==> config.mk <==
export PLATFORM = sky130hd
export DESIGN_NAME = regfile_sb
export DESIGN_NICKNAME = d
export VERILOG_FILES = /design/src/rtl/regfile_pkg.sv /design/src/rtl/regfile_scoreboard.sv /design/src/rtl/regfile_sb.sv
export SDC_FILE = /design/constraint.sdc
export NUM_CORES = 2
export LEC_CHECK = 0
export ABC_AREA = 0
export CAP_MARGIN = 20
export CORE_ASPECT_RATIO = 0.75
export CORE_MARGIN = 5
export CORE_UTILIZATION = 61
export CTS_CLUSTER_SIZE = 24
export DETAILED_ROUTE_END_ITERATION = 6
export PLACE_DENSITY = 0.79
export SETUP_SLACK_MARGIN = 0.05
export SLEW_MARGIN = 40
export SYNTH_ARGS = -nofsm -noshare
export SYNTH_HDL_FRONTEND = slang
export SYNTH_SLANG_ARGS = --single-unit
==> constraint.sdc <==
create_clock -name CLK -period 8.67 [get_ports CLK]
set_input_delay 2.601 -clock CLK [delete_from_list [all_inputs] [get_ports CLK]]
set_output_delay 2.601 -clock CLK [all_outputs]
set_load 0.02 [all_outputs]
**Layout detail**

The bar under the picture is 5 um long. Window x 185 to 205, y 196 to 216 um. Cells in gray, sequential cells in the stronger gray; small squares are vias.
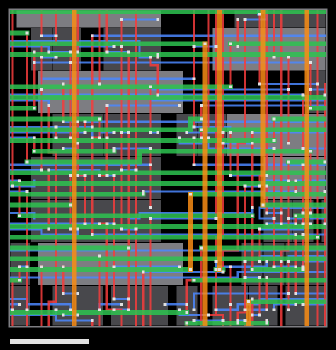
Green is metal 3. Orange is metal 4. Red is metal 2. Blue is metal 1.
Sequential cells in the window: 4. 27 logic cells have their middle in the window. Most frequent: mux2i_1 (5), nor2_1 (5).

**Signal metal coverage by tile**

The die is cut into 39 by 29 equal tiles; white is low, dark blue is high, scaled to the fullest tile. Values are wire area over tile area, all layers added.
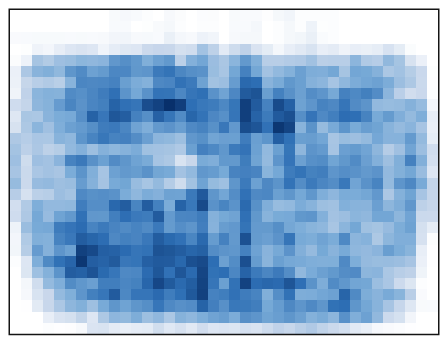
9.5% of the tiles are nearly empty. The mean over all tiles is 0.43. 46% of the tiles are over half the peak. The emptiest ninth of the die: top right. The fullest tile reaches 0.97.
GRT Overall Usage: 44.7%
WL final: 259000 um

**Pin map**

The bar under the picture is 100 um long. Pins as bars across the die edge, other pins in gray.
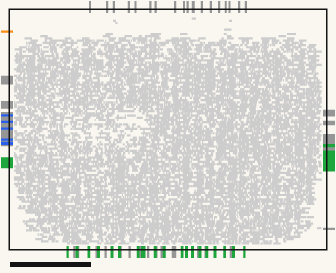
Orange is `CLK`, pins 1, direction input, edge left. Green is `rdat`, pins 64, direction output, edge 36 bottom, 19 right, 9 left. Blue is `busy_cnt`, pins 6, direction output, edge left.
port buffer count: 167
chip height: 295 um
DIE WIDTH: 390 um

**Clock routing**

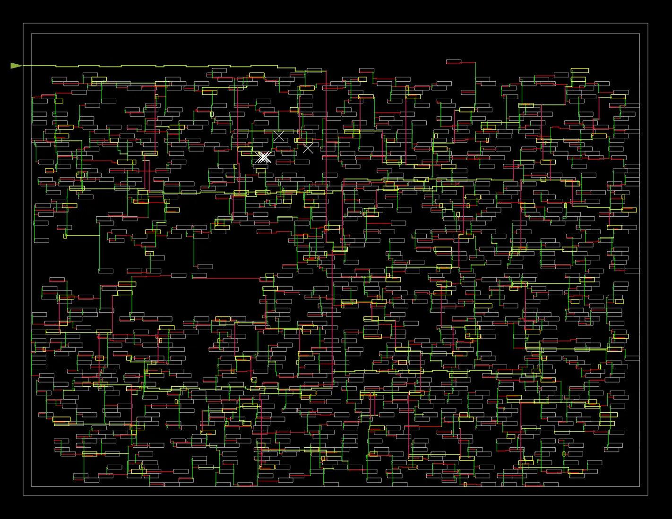
power in the clock group: 5000 uW
clock buffers: 154
flop count: 1061

==> flow_metrics.py <==
# Physical implementation metrics
metrics = {
    "global_routing": {
        "grt_max_degree": 156,
        "grt_overflow": 0,
        "antenna_found_initial": 26,
        "grt_pass1_wl_um": 376000,
        "use_met3_pct": 22.7,
        "grtUsageMet1_pct": 57.9,
    },
    "critical_path": {
        "worstPathRequired_ns": 6.07,
        "slowest_delay_ns": 0.72,
        "path_delay_family": "buffers and inverters",
        "slowest_stage": "clkdlybuf4s50_1",
        "cp_num_cells": 6,
        "critPathKind": "in -> out",
        "reg2reg_slack_ns": 3.37,
        "cp-end-kind": "output port",
        "crit_path_frequent_cell": "clkdlybuf4s50_1",
        "critical_path.cell_chain": "clkdlybuf4s50_1, buf_4, nor2b_4, a221oi_1, a21oi_1, clkdlybuf4s50_1",
        "crit_arrival_ns": 5.69,
    },
    "sta": {
        "rsz0062_at_grt": "no",
        "whs_ns": 0.397,
        "tightest_slew_ns": 0.959,
        "clock.fmax_mhz": 121,
        "finalClockPeriodUsage_pct": 95.7,
        "skew_ns": 0.0240,
        "period_needed_ns": 8.29,
        "finalHoldViolCount": 0,
        "layout_setup_ws_ns": 0.376,
    },
    "placement": {
        "place_congestion": 1.01,
        "post-place-ws_ns": -0.0763,
        "dpl.cell_count": 7358,
        "dpl_cell_area_sq_um": 69200,
    },
    "run_status": {
        "status": "finished, violations left",
        "violations": "DRC",
    },
    "synth": {
        "yosys.cell_count.top_type": "dfrtp_1",
        "ys_sh_simple_pct": 8.90,
        "ys_seq_share_pct": 40.2,
        "async_reset_ff_share_pct": 100,
        "yosys-mux-area-fraction_pct": 31.6,
        "fp_nets": 6337,
        "syn_area_sq_um": 66000,
        "synth_top_area_share_pct": 40.2,
        "common_cells": "dfrtp_1, mux2i_1, nand2_1",
        "ys_sh_aoi_pct": 12.9,
        "syn_area_per_cell_sq_um": 10.6,
        "ys_cells": 6210,
    },
    "die": {
        "dieArea_sq_um": 115000,
        "core_area_sq_um": 107000,
        "fp_util_pct": 61.5,
    },
    "clocking": {
        "cts-root-buf": "clkbuf_16",
        "cts_tree": "yes",
        "cts.path.max_buffers": 3,
        "post_cts_resized": 0,
        "cts_made_buffers": 106,
        "numClockSinks": 1061,
        "insertion_delay_ns": 0.75,
        "postCtsHoldBufs": 0,
    },
    "drt": {
        "drt-wirelength-per-cell_um": 34.2,
        "drcViolationCount": 18,
        "ant_nets": 0,
    },
    "power_and_ir_drop": {
        "power_uw": 16500,
        "powerDensity_nw_per_um2": 226,
    },
    "finish": {
        "largest_reg_flops": 1024,
        "drive_above_1_share_pct": 18.9,
        "stdcell_count": 7577,
    },
    "min_path": {
        "min_path_type": "reg -> reg",
    },
    "flow_run": {
        "cap_violations": 0,
    },
}
==> power breakdown <==
| part | internal (uW) | leakage, uW | switching, uW | total, uW |
|---|---|---|---|---|
| clock | 2860 | 0.00184 | 2130 | 5000 |
| combinational | 2310 | 0.0194 | 2050 | 4360 |
| sequential | 6190 | 0.0131 | 985 | 7170 |
==> layout make-up <==
class / count / area, sq um
Clock buffer: 154 / 3170
Timing Repair Buffer: 481 / 4700
Inverter: 45 / 169
Multi-Input combinational cell: 4345 / 36100
Sequential cell: 1061 / 26600
Tap cell: 1431 / 1790
Clock inverter: 40 / 526
Fill cell: 7653 / 34300
Antenna cell: 20 / 50.0
==> layer usage <==
layer  part of all wire [%]  vias up
met1                     34    27600
met2                     40     5411
met5                   0.11        -
li1                       -    22400
met4                    7.9       14
met3                     19     1291
No activity file was given, so power comes from the tool's default toggle rates.
